`src/rtl/mem_arbiter_pkg.sv`:
```
// Shared bus command encoding, cache ownership and tag sizing
// for the icache/dcache memory arbiter.
package sys_defs;

  typedef enum logic [1:0] {
    BUS_NONE  = 2'd0,
    BUS_LOAD  = 2'd1,
    BUS_STORE = 2'd2
  } bus_cmd_t;

  typedef enum logic {
    OWN_ICACHE = 1'b0,
    OWN_DCACHE = 1'b1
  } owner_t;

  localparam int TAG_W    = 4;
  localparam int NUM_TAGS = 16;

endpackage

```
`src/rtl/mem_arbiter_if.sv`:
```
// Cache/memory side bundle of the arbiter: two requesters,
// one shared memory port and the routed returns.
interface mem_arbiter_if;
  import sys_defs::*;

  bus_cmd_t         icache2mem_command;
  logic [63:0]      icache2mem_addr;
  bus_cmd_t         dcache2mem_command;
  logic [63:0]      dcache2mem_addr;
  logic [63:0]      dcache2mem_data;
  logic [TAG_W-1:0] mem2proc_response;
  logic [63:0]      mem2proc_data;
  logic [TAG_W-1:0] mem2proc_tag;

  bus_cmd_t         proc2mem_command;
  logic [63:0]      proc2mem_addr;
  logic [63:0]      proc2mem_data;
  logic [TAG_W-1:0] mem2icache_response;
  logic [TAG_W-1:0] mem2icache_tag;
  logic [TAG_W-1:0] mem2dcache_response;
  logic [TAG_W-1:0] mem2dcache_tag;
  logic [63:0]      mem2cache_data;
  logic             tag_err;

  modport master (
    output icache2mem_command,
    output icache2mem_addr,
    output dcache2mem_command,
    output dcache2mem_addr,
    output dcache2mem_data,
    output mem2proc_response,
    output mem2proc_data,
    output mem2proc_tag,
    input  proc2mem_command,
    input  proc2mem_addr,
    input  proc2mem_data,
    input  mem2icache_response,
    input  mem2icache_tag,
    input  mem2dcache_response,
    input  mem2dcache_tag,
    input  mem2cache_data,
    input  tag_err
  );

  modport slave (
    input  icache2mem_command,
    input  icache2mem_addr,
    input  dcache2mem_command,
    input  dcache2mem_addr,
    input  dcache2mem_data,
    input  mem2proc_response,
    input  mem2proc_data,
    input  mem2proc_tag,
    output proc2mem_command,
    output proc2mem_addr,
    output proc2mem_data,
    output mem2icache_response,
    output mem2icache_tag,
    output mem2dcache_response,
    output mem2dcache_tag,
    output mem2cache_data,
    output tag_err
  );

endinterface

```
`src/rtl/mem_arbiter_tag_table.sv`:
```
// Outstanding-load ownership table: one allocate port and
// one lookup/clear port; allocation wins a same-tag clear.
module mem_tag_table
  import sys_defs::*;
(
  input  logic             clock,
  input  logic             reset,
  input  logic             alloc_en,
  input  logic [TAG_W-1:0] alloc_tag,
  input  owner_t           alloc_owner,
  input  logic [TAG_W-1:0] look_tag,
  input  logic             clear_en,
  output logic             look_valid,
  output owner_t           look_owner
);

  logic [NUM_TAGS-1:0] valid;
  owner_t              owner [NUM_TAGS];

  always_comb begin
    look_valid = valid[look_tag];
    look_owner = owner[look_tag];
  end

  always_ff @(posedge clock) begin
    if (reset) begin
      valid <= '0;
      for (int i = 0; i < NUM_TAGS; i++)
        owner[i] <= OWN_ICACHE;
    end else begin
      if (clear_en)
        valid[look_tag] <= 1'b0;
      if (alloc_en) begin
        valid[alloc_tag] <= 1'b1;
        owner[alloc_tag] <= alloc_owner;
      end
    end
  end

endmodule

```
`src/rtl/mem_arbiter.sv`:
```
// Shares one memory port between icache and dcache; dcache
// has priority until the icache has lost STARVE_LIMIT cycles.
module mem_arbiter
  import sys_defs::*;
#(
  parameter int STARVE_LIMIT = 4
) (
  input logic          clock,
  input logic          reset,
  mem_arbiter_if.slave bus
);

  localparam int SW = $clog2(STARVE_LIMIT) + 1;
  localparam logic [SW-1:0] LIMIT = SW'(STARVE_LIMIT);

  logic [SW-1:0] starve_cnt;
  logic [SW-1:0] starve_nxt;
  logic          i_req;
  logic          d_req;
  logic          grant_i;
  logic          grant_d;
  logic          accepted;
  bus_cmd_t      gnt_cmd;
  logic          alloc_en;
  owner_t        alloc_owner;
  logic          look_valid;
  owner_t        look_owner;
  logic          ret_any;
  logic          hit;
  logic          tag_err_q;

  always_comb begin
    i_req    = bus.icache2mem_command != BUS_NONE;
    d_req    = bus.dcache2mem_command != BUS_NONE;
    grant_i  = !reset && i_req
             && (!d_req || starve_cnt >= LIMIT);
    grant_d  = !reset && d_req && !grant_i;
    accepted = bus.mem2proc_response != '0;
  end

  always_comb begin
    gnt_cmd                 = BUS_NONE;
    bus.proc2mem_addr       = '0;
    bus.proc2mem_data       = '0;
    bus.mem2icache_response = '0;
    bus.mem2dcache_response = '0;
    unique case (1'b1)
      grant_i: begin
        gnt_cmd                 = bus.icache2mem_command;
        bus.proc2mem_addr       = bus.icache2mem_addr;
        bus.mem2icache_response = bus.mem2proc_response;
      end
      grant_d: begin
        gnt_cmd                 = bus.dcache2mem_command;
        bus.proc2mem_addr       = bus.dcache2mem_addr;
        bus.proc2mem_data       = bus.dcache2mem_data;
        bus.mem2dcache_response = bus.mem2proc_response;
      end
      default: ;
    endcase
    bus.proc2mem_command = gnt_cmd;
  end

  // Stores get no owner, so their returns surface as tag_err.
  always_comb begin
    alloc_en    = accepted && gnt_cmd == BUS_LOAD;
    alloc_owner = grant_i ? OWN_ICACHE : OWN_DCACHE;
  end

  mem_tag_table u_tbl (
    .clock       (clock),
    .reset       (reset),
    .alloc_en    (alloc_en),
    .alloc_tag   (bus.mem2proc_response),
    .alloc_owner (alloc_owner),
    .look_tag    (bus.mem2proc_tag),
    .clear_en    (hit),
    .look_valid  (look_valid),
    .look_owner  (look_owner)
  );

  always_comb begin
    ret_any = !reset && bus.mem2proc_tag != '0;
    hit     = ret_any && look_valid;
    bus.mem2icache_tag = '0;
    bus.mem2dcache_tag = '0;
    if (hit && look_owner == OWN_ICACHE)
      bus.mem2icache_tag = bus.mem2proc_tag;
    if (hit && look_owner == OWN_DCACHE)
      bus.mem2dcache_tag = bus.mem2proc_tag;
    bus.mem2cache_data = bus.mem2proc_data;
    bus.tag_err        = tag_err_q;
  end

  always_comb begin
    starve_nxt = starve_cnt;
    if (!i_req)
      starve_nxt = '0;
    else if (grant_i && accepted)
      starve_nxt = '0;
    else if (!grant_i && starve_cnt < LIMIT)
      starve_nxt = starve_cnt + 1'b1;
  end

  always_ff @(posedge clock) begin
    if (reset) begin
      starve_cnt <= '0;
      tag_err_q  <= 1'b0;
    end else begin
      starve_cnt <= starve_nxt;
      if (ret_any && !look_valid)
        tag_err_q <= 1'b1;
    end
  end

endmodule

```
`src/flat_wrapper.sv`:
```
// flat-port wrapper written by rule: the top's interface ports become plain ports
module mem_arbiter_flat import sys_defs::*;
#(
  parameter int STARVE_LIMIT = 4
)
  (clock, reset, bus_icache2mem_command, bus_icache2mem_addr, bus_dcache2mem_command, bus_dcache2mem_addr, bus_dcache2mem_data, bus_mem2proc_response, bus_mem2proc_data, bus_mem2proc_tag, bus_proc2mem_command, bus_proc2mem_addr, bus_proc2mem_data, bus_mem2icache_response, bus_mem2icache_tag, bus_mem2dcache_response, bus_mem2dcache_tag, bus_mem2cache_data, bus_tag_err);
  mem_arbiter_if bus_i ();
  input logic clock;
  input logic reset;
  input wire logic [$bits(bus_i.icache2mem_command)-1:0] bus_icache2mem_command;
  input wire logic [$bits(bus_i.icache2mem_addr)-1:0] bus_icache2mem_addr;
  input wire logic [$bits(bus_i.dcache2mem_command)-1:0] bus_dcache2mem_command;
  input wire logic [$bits(bus_i.dcache2mem_addr)-1:0] bus_dcache2mem_addr;
  input wire logic [$bits(bus_i.dcache2mem_data)-1:0] bus_dcache2mem_data;
  input wire logic [$bits(bus_i.mem2proc_response)-1:0] bus_mem2proc_response;
  input wire logic [$bits(bus_i.mem2proc_data)-1:0] bus_mem2proc_data;
  input wire logic [$bits(bus_i.mem2proc_tag)-1:0] bus_mem2proc_tag;
  output wire logic [$bits(bus_i.proc2mem_command)-1:0] bus_proc2mem_command;
  output wire logic [$bits(bus_i.proc2mem_addr)-1:0] bus_proc2mem_addr;
  output wire logic [$bits(bus_i.proc2mem_data)-1:0] bus_proc2mem_data;
  output wire logic [$bits(bus_i.mem2icache_response)-1:0] bus_mem2icache_response;
  output wire logic [$bits(bus_i.mem2icache_tag)-1:0] bus_mem2icache_tag;
  output wire logic [$bits(bus_i.mem2dcache_response)-1:0] bus_mem2dcache_response;
  output wire logic [$bits(bus_i.mem2dcache_tag)-1:0] bus_mem2dcache_tag;
  output wire logic [$bits(bus_i.mem2cache_data)-1:0] bus_mem2cache_data;
  output wire logic [$bits(bus_i.tag_err)-1:0] bus_tag_err;
  assign bus_i.icache2mem_command = bus_icache2mem_command;
  assign bus_i.icache2mem_addr = bus_icache2mem_addr;
  assign bus_i.dcache2mem_command = bus_dcache2mem_command;
  assign bus_i.dcache2mem_addr = bus_dcache2mem_addr;
  assign bus_i.dcache2mem_data = bus_dcache2mem_data;
  assign bus_i.mem2proc_response = bus_mem2proc_response;
  assign bus_i.mem2proc_data = bus_mem2proc_data;
  assign bus_i.mem2proc_tag = bus_mem2proc_tag;
  assign bus_proc2mem_command = bus_i.proc2mem_command;
  assign bus_proc2mem_addr = bus_i.proc2mem_addr;
  assign bus_proc2mem_data = bus_i.proc2mem_data;
  assign bus_mem2icache_response = bus_i.mem2icache_response;
  assign bus_mem2icache_tag = bus_i.mem2icache_tag;
  assign bus_mem2dcache_response = bus_i.mem2dcache_response;
  assign bus_mem2dcache_tag = bus_i.mem2dcache_tag;
  assign bus_mem2cache_data = bus_i.mem2cache_data;
  assign bus_tag_err = bus_i.tag_err;
  mem_arbiter #(.STARVE_LIMIT(STARVE_LIMIT)) u_core (.clock(clock), .reset(reset), .bus(bus_i));
endmodule
```
`config.mk`:
```
export PLATFORM = sky130hd
export DESIGN_NAME = mem_arbiter_flat
export DESIGN_NICKNAME = d
export VERILOG_FILES = /design/src/rtl/mem_arbiter_pkg.sv /design/src/rtl/mem_arbiter_if.sv /design/src/rtl/mem_arbiter_tag_table.sv /design/src/rtl/mem_arbiter.sv /design/src/flat_wrapper.sv
export SDC_FILE = /design/constraint.sdc
export NUM_CORES = 1
export LEC_CHECK = 0
export CAP_MARGIN = 20
export CORE_AREA = 2 2 187 189
export CTS_CLUSTER_SIZE = 14
export DETAILED_ROUTE_END_ITERATION = 8
export DIE_AREA = 0 0 189 191
export PLACE_DENSITY_LB_ADDON = 0.08
export SETUP_SLACK_MARGIN = 0.2
export SLEW_MARGIN = 30
export SYNTH_ARGS = -nofsm -noshare
export SYNTH_HDL_FRONTEND = slang
export SYNTH_HIERARCHICAL = 1
export SYNTH_SLANG_ARGS = --single-unit
```
`constraint.sdc`:
```
create_clock -name clock -period 3.2 [get_ports clock]
set_clock_uncertainty 0.05 [all_clocks]
set_input_delay 0.64 -clock clock [delete_from_list [all_inputs] [get_ports clock]]
set_output_delay 0.64 -clock clock [all_outputs]
set_load 0.005 [all_outputs]
```
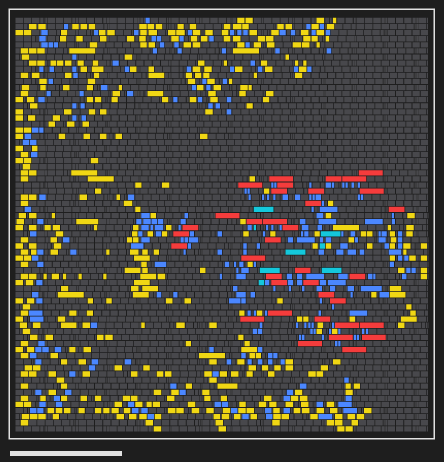
(run_1/cell_classes.png)
The bar under the picture is 50 um long. Fill, decap, tap and diode cells in gray.
- red: flip-flops (cells 36; share of their area 12%)
- blue: all other logic (cells 292; share of their area 29%)
- cyan: clock drivers and dummy loads (cells 8; share of their area 1.9%)
- yellow: other buffers and delay cells (cells 435; share of their area 57%)
Site Rows: 68
final core utilization: 23.5%
sequential cell area share: 11.0%
Core ar.: 34,100 um2

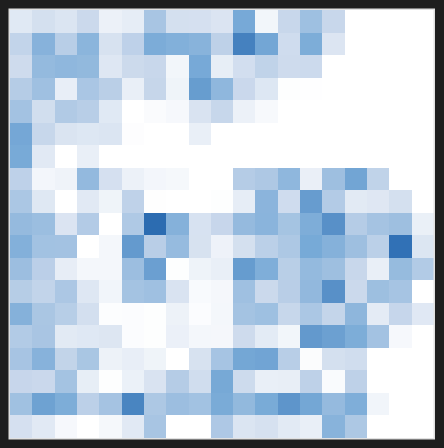
(run_1/density.png)
The die is cut into 19 by 19 equal tiles; white is low, dark blue is high, 0 to 100% covered.
- fullest tile: 76%
- nearly empty tiles: 26%
- tiles over 75% full: 0.30%
Initial Util: 10.6%

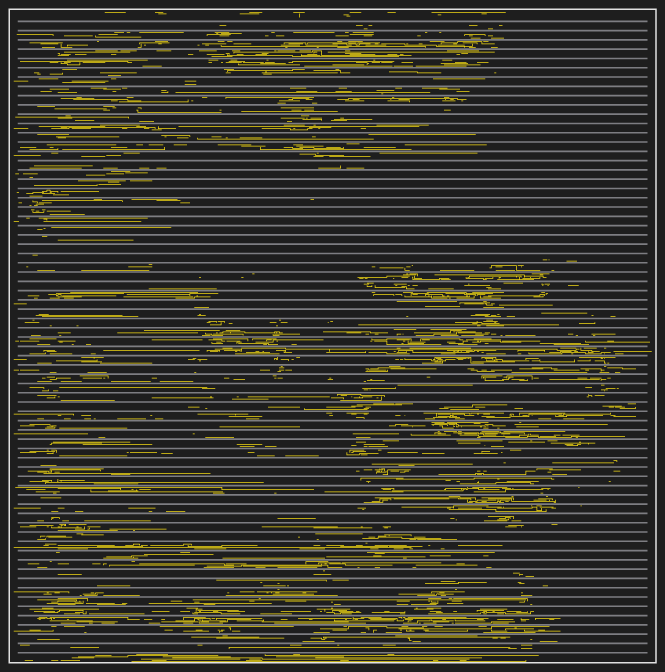
(run_1/met1.png)
Supply wires on this layer in gray.
- main direction: horizontal
- share of all routed wire: 38%
- wire length on this layer: 10,200 um
- longest straight run: 116 um
- nets with wire on the layer: 883
met1 usage: 15.9%
WL final: 26,500 um

==> run 1: worst max-delay path by stage <==
stage                                         start                    end  cells after the start
after floorplan                 bus_mem2proc_tag[0]  bus_mem2icache_tag[0]                      6
after global placement          bus_mem2proc_tag[0]  bus_mem2dcache_tag[0]                      9
after detailed placement        bus_mem2proc_tag[0]  bus_mem2icache_tag[0]                      8
after CTS                 bus_dcache2mem_command[0]  bus_proc2mem_addr[42]                      7
after global routing      bus_dcache2mem_command[0]  bus_proc2mem_data[57]                      9
final                     bus_dcache2mem_command[0]   bus_proc2mem_data[7]                      9
==> run 1: area by class of cell <==
type,count,area [um2]
antenna,2,5.00
clock buffer,5,125
clock inverter,3,18.8
fill,3780,26100
inverter,5,21.3
multi-input combinational,287,2130
sequential,36,881
tap,455,569
timing repair buffer,435,4280
==> run 1: flip-flops by register name, indices dropped and copies added, names as in the netlist <==
signal / flops
u_core/u_tbl/valid: 16
u_core/u_tbl/owner: 16
u_core/starve_cnt: 3
u_core/bus.tag_err: 1
==> run 1: power breakdown <==
group / internal [mW] / switching (mW) / leakage (nW)
Clock: 0.286 / 0.195 / 0.0635
Sequential: 0.496 / 0.00863 / 0.314
Combinational: 0.536 / 0.304 / 3.31
Total: 1.32 / 0.507 / 3.68
==> run 1: cell usage in the layout, fill, tap and decap left out, drive strengths merged, types with 2 or more instances in the layout <==
master,count
diode,2
o311ai,4
o21bai,2
bufbuf,7
clkdlybuf4s50,211
clkdlybuf4s15,9
clkinvlp,2
dfxtp,20
or2,2
a22o,65
nor3,3
buf,99
nor2b,4
dlygate4sd2,107
a22oi,3
nand2,43
nor2,20
and3,6
and2,79
edfxtp,16
mux4,8
o211ai,12
o21ai,2
a21oi,3
inv,5
nand3b,2
clkbuf,7
nand2b,5
and4bb,2
nand3,8
==> run 1: metrics by stage <==
stage          cell area (um2)  power [mW]  setup TNS, ps  setup WS, ps
2_1_floorplan             3600       0.787              0           568
3_3_place_gp              7530        1.34         -32750          -550
3_5_place_dp              7530        1.34         -32550          -610
4_1_cts                   7940        1.85              0           200
5_1_grt                   8030        1.92              0           197
6_report                  8030        1.83              0           256
==> run 1: timing repair <==
item / 4_1_cts / 5_1_grt
setup buffers: 15 / 6
setup endpoints to repair: 144 / 72
resized: 244 / 13
pin swaps: 11 / 10
gates cloned: 8 / 1
==> run 1: worst register-to-register path, delay by kind of cell, from the launching register on <==
family	cells	cell delay (ps)
AND/OR/NAND/NOR	4	500
AND-OR/OR-AND	2	430
flip-flops	1	420
buffers and inverters	5	840
==> run 1: cells by family (layout without fill, tap and decap cells) <==
kind of cell / count (synthesis) / in the layout / share of synthesized area [%]
buf+inv: 99 / 448 / 19.3
simple gates: 181 / 181 / 28.0
other cells: 0 / 2 / 0
fa+ha+maj: 1 / 1 / 0.347
flops: 36 / 36 / 24.4
mux: 8 / 8 / 5.21
compound gates: 97 / 97 / 22.7
==> run 1: per-layer routing <==
| layer | vias to the layer above | routed length, um | global-route usage [%] |
|---|---|---|---|
| met3 | 19 | 2900 | 6.59 |
| li1 | 2147 | - | - |
| met1 | 2158 | 10200 | 15.9 |
| met4 | 10 | 209 | 1.65 |
| met2 | 264 | 13200 | 23.7 |
| met5 | - | 71 | 0 |
==> impl_metrics.yaml, run 1 <==
# generated from flow reports
logic_synthesis:
  synth_top_cell_by_count: "and2_1"
  syn_avg_cell_area_um2: 8.54
  ys_chip_area_um2: 3600
  yosysUniqueCellTypes: 47
  syn_area_um2: 3600
  ys_seq_share_pct: 24.4
  ff_type: "dfxtp_1"
  edf_count: 16
  top_area_cell: "a22o_1"
  synth_cells: 422
  yosys.area.top_type_share_pct: 15.8
  ys_cells: 422
  common_cells: "and2_1, a22o_1, buf_4"
  synthArstFlopShare_pct: 0
  syn_nets: 693
  area_leaders: "a22o_1, and2_1, buf_4, edfxtp_1, dfxtp_1"
clocking:
  max-clock-path-buffers: 2
  cts-root-buf: "clkbuf_16"
  cts_hold_buf: 0
  cts_max_level: 2
  cts-buffers-inserted: 5
  clk_latency_ps: 280
  clock_sinks: 36
  cts_tree: "built"
  path_clk_slew_ps: 60
grt:
  antenna_found_initial: 7
  grt_pass1_vias: 4749
  grt_overflow: 0
  grt_pass1_wl_um: 35900
critical_path:
  crit_type: "input port to output port"
  r2r-start: "u_core/starve_cnt[2]"
  cpPeakStageDelay_ps: 290
  worstPathCellList: "dlygate4sd2_1 > nor2_2 > nor3_4 > buf_6 > buf_12 > buf_4 > bufbuf_16 > and2_1 > dlygate4sd2_1"
  reg2reg_to: "u_core/u_tbl/owner[5]"
  path_common_cell: "dlygate4sd2_1"
  worst-r2r-setup-slack_ps: 670
  cp-end-kind: "output port"
  cp_num_buf_inv: 6
  slowest_stage: "dlygate4sd2_1"
  cp_max_fo: 12
  required_ps: 2510
  critical_path.top_delay_family: "buffers and inverters"
  ff2ff_path_depth: 11
  critical_path_arrival_ps: 2250
min_path:
  holdCritPathClass: "flop to flop"
  hold_start: "u_core/starve_cnt[1]"
  hold_depth: 2
  min_to: "u_core/starve_cnt[1]"
finish:
  final_net_count: 1041
  instances_no_fill: 1228
  syn2layout_area_growth_pct: 123
floorplan:
  io_pins: 481
  die_x_um: 189
  chipArea_um2: 36100
sta:
  rsz0062_at_grt: "yes"
  fin_crit_ps: 2940
  hold_viol: 0
  drv_slew: 0
  max_slew_margin_pct: 63.4
  max_freq_mhz: 340
  whs_ps: 416
  finalSetupViolations: 0
  tightestPinTransition_ps: 548
job:
  warning_count: 27
route:
  via_per_inst: 3.74
  wire_per_inst_um: 21.6
  drc: 0
  drt_iter0_drc: 209
  dr.pass1.iters: 4
  drtAntennaViolNets: 0
place:
  gp_congestion: 0.810
  dp_cells: 1188
  portBuffers: 352
  dp.final_hpwl_um: 22100
power:
  power_density_nw_per_um2: 227
  peakVddDrop_mv: 0.147
outcome:
  status: "finished clean"
==> run_1/met4.png <==
The bar under the picture is 50 um long. Supply wires on this layer in gray. Cells faint in the background.
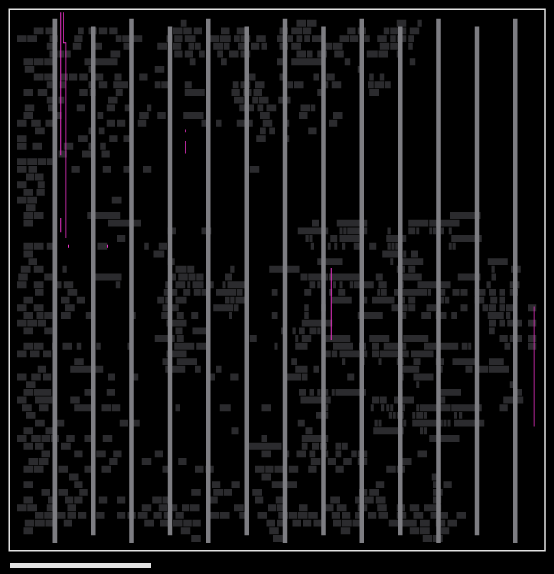

## Run 2: what changed since run 1
--- a/config.mk
+++ b/config.mk
@@ -10,7 +10,7 @@
 export CTS_CLUSTER_SIZE = 14
 export DETAILED_ROUTE_END_ITERATION = 8
 export DIE_AREA = 0 0 189 191
-export PLACE_DENSITY_LB_ADDON = 0.08
+export PLACE_DENSITY_LB_ADDON = 0.05
 export SETUP_SLACK_MARGIN = 0.2
 export SLEW_MARGIN = 30
 export SYNTH_ARGS = -nofsm -noshare
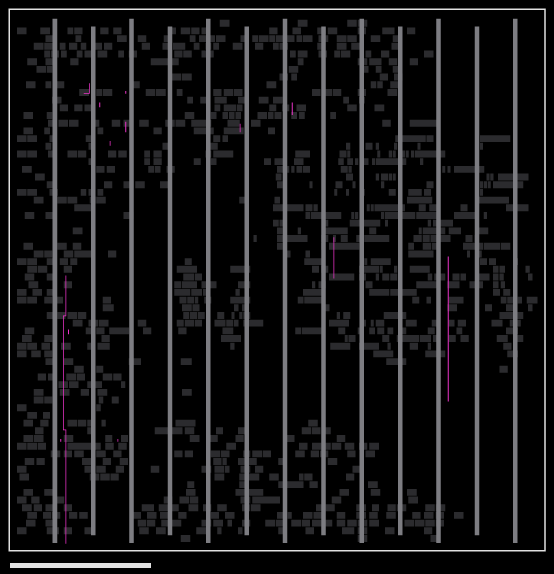
(run_2/met4.png)
The bar under the picture is 50 um long. Supply wires on this layer in gray. Cells faint in the background.
- longest straight run: 51.0 um
- share of all routed wire: 0.70%
- nets with wire on the layer: 13
Via Count: 4,622
WL final: 26,200 um

==> impl_metrics.yaml, run 2 <==
# generated from flow reports
route:
  via_per_inst: 3.71
  wire_per_inst_um: 21.0
  drt_iter0_drc: 194
  drc: 0
  drtAntennaViolNets: 0
  dr.pass1.iters: 4
clocking:
  cts-root-buf: "clkbuf_16"
  max-clock-path-buffers: 2
  cts_hold_buf: 0
  clk_latency_ps: 280
  cts_max_level: 2
  cts-buffers-inserted: 5
  cts_tree: "built"
  clock_sinks: 36
logic_synthesis:
  ys_seq_share_pct: 24.4
  syn_area_um2: 3600
  syn_nets: 693
  top_area_cell: "a22o_1"
  ys_chip_area_um2: 3600
  synth_cells: 422
  area_leaders: "a22o_1, and2_1, buf_4, edfxtp_1, dfxtp_1"
  edf_count: 16
  synth_top_cell_by_count: "and2_1"
  synthArstFlopShare_pct: 0
  ff_type: "dfxtp_1"
critical_path:
  ff2ff_path_depth: 10
  reg2reg_to: "u_core/u_tbl/owner[6]"
  cp_max_fo: 6
  critical_path_arrival_ps: 2290
  crit_type: "input port to output port"
  cp-end-kind: "output port"
min_path:
  min_to: "u_core/bus.tag_err"
  hold_start: "u_core/bus.tag_err"
  hold_depth: 2
sta:
  drv_slew: 0
  hold_viol: 0
  max_freq_mhz: 335
  rsz0062_at_grt: "yes"
  max_slew_margin_pct: 68.0
  fin_crit_ps: 2980
  whs_ps: 423
grt:
  grt_pass1_vias: 4861
  antenna_found_initial: 12
  grt_overflow: 0
floorplan:
  io_pins: 481
  initCoreUtil_pct: 10.6
  chipArea_um2: 36100
  num_rows: 68
finish:
  final_layout_top_logic_cell: "clkdlybuf4s50_1"
  syn2layout_area_growth_pct: 126
  top_regs: "u_core/u_tbl/owner (16), u_core/u_tbl/valid (16), u_core/starve_cnt (3)"
  final_net_count: 1057
  final_cell_mix: "clkdlybuf4s50_1, dlygate4sd2_1, and2_1"
place:
  dp.final_hpwl_um: 22800
  portBuffers: 352
  dpl_worst_slack_ps: -605
  gp_congestion: 0.859
power:
  peakVddDrop_mv: 0.156
  power_density_nw_per_um2: 227
outcome:
  status: "finished clean"
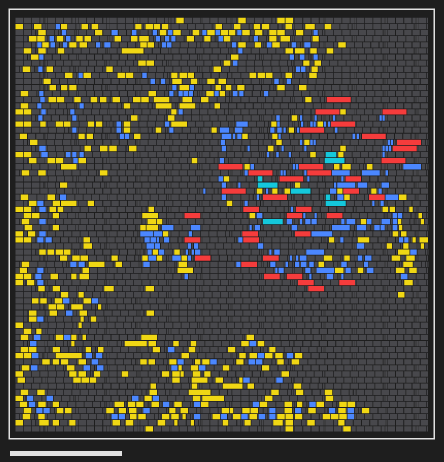
(run_2/cell_classes.png)
The bar under the picture is 50 um long. Fill, decap, tap and diode cells in gray.
- red: flip-flops (cells 36; share of their area 12%)
- cyan: clock drivers and dummy loads (cells 8; share of their area 2.0%)
- blue: all other logic (cells 292; share of their area 28%)
- yellow: other buffers and delay cells (cells 451; share of their area 58%)
sequential cell area share: 10.8%
Final Cell Area: 8130 um2
final core utilization: 23.8%

[run 2: timing repair]
action	in CTS	in global routing
setup endpoints to repair	172	102
setup buffers	22	2
pin swaps	16	8
cloned	5	1
gates resized	184	74
[run 2: through the flow]
stage	cell area [um2]	setup TNS [ps]	power [mW]	instances
final	8130	0	1.84	1246
after global routing	8130	0	1.94	1243
after CTS	8040	0	1.87	1239
after detailed placement	7630	-31700	1.34	1204
after global placement	7630	-31640	1.34	1204
after floorplan	3600	0	0.787	422
[run 2: worst max path at each step]
stage                                         start               endpoint  slack [ps]  cells past startpoint
after CTS                 bus_icache2mem_command[0]  bus_proc2mem_addr[48]          20                      8
after floorplan                 bus_mem2proc_tag[0]  bus_mem2icache_tag[0]         570                      6
after global placement          bus_mem2proc_tag[0]  bus_mem2icache_tag[0]        -530                      8
after global routing            bus_mem2proc_tag[0]  bus_mem2icache_tag[1]         140                     11
after detailed placement        bus_mem2proc_tag[0]  bus_mem2icache_tag[1]        -610                      8
final                           bus_mem2proc_tag[0]  bus_mem2icache_tag[1]         220                     11
[run 2: cell type report]
class	count	area, um2
fill	3738	26000
inverter	5	21.3
tap	455	569
multi-input combinational	287	2090
clock inverter	2	12.5
clock buffer	6	139
timing repair buffer	451	4410
antenna	4	10.0
sequential	36	881
[run 2: cell families (layout without fill, tap and decap cells)]
group / Yosys count / after routing / share of synthesized area [%]
compound gates: 97 / 97 / 22.7
simple gates: 181 / 181 / 28.0
flops: 36 / 36 / 24.4
other cells: 0 / 4 / 0
buf+inv: 99 / 464 / 19.3
mux: 8 / 8 / 5.21
fa+ha+maj: 1 / 1 / 0.347
[run 2: report_power, final]
| group | internal, mW | total (mW) | switching (mW) |
|---|---|---|---|
| combinational | 0.529 | 0.829 | 0.300 |
| clock | 0.311 | 0.510 | 0.199 |
| sequential | 0.496 | 0.505 | 0.00896 |
[run 2: layer usage]
| metal | vias up | wire [um] | global-route usage (%) |
|---|---|---|---|
| met5 | - | 111 | 0 |
| li1 | 2186 | - | - |
| met2 | 236 | 12500 | 22.7 |
| met4 | 20 | 183 | 1.59 |
| met3 | 26 | 3100 | 7.23 |
| met1 | 2154 | 10300 | 16.3 |
[run 2: worst max-delay path, stage by stage]
cell and delay (ps):
buf_6 70, buf_8 110, buf_8 120, mux4_2 500, a22oi_2 210, nand3_2 120, inv_4 100, nor3_4 50
buf_4 140, and2_4 130, buf_6 110
No activity file was given, so power comes from the tool's default toggle rates.
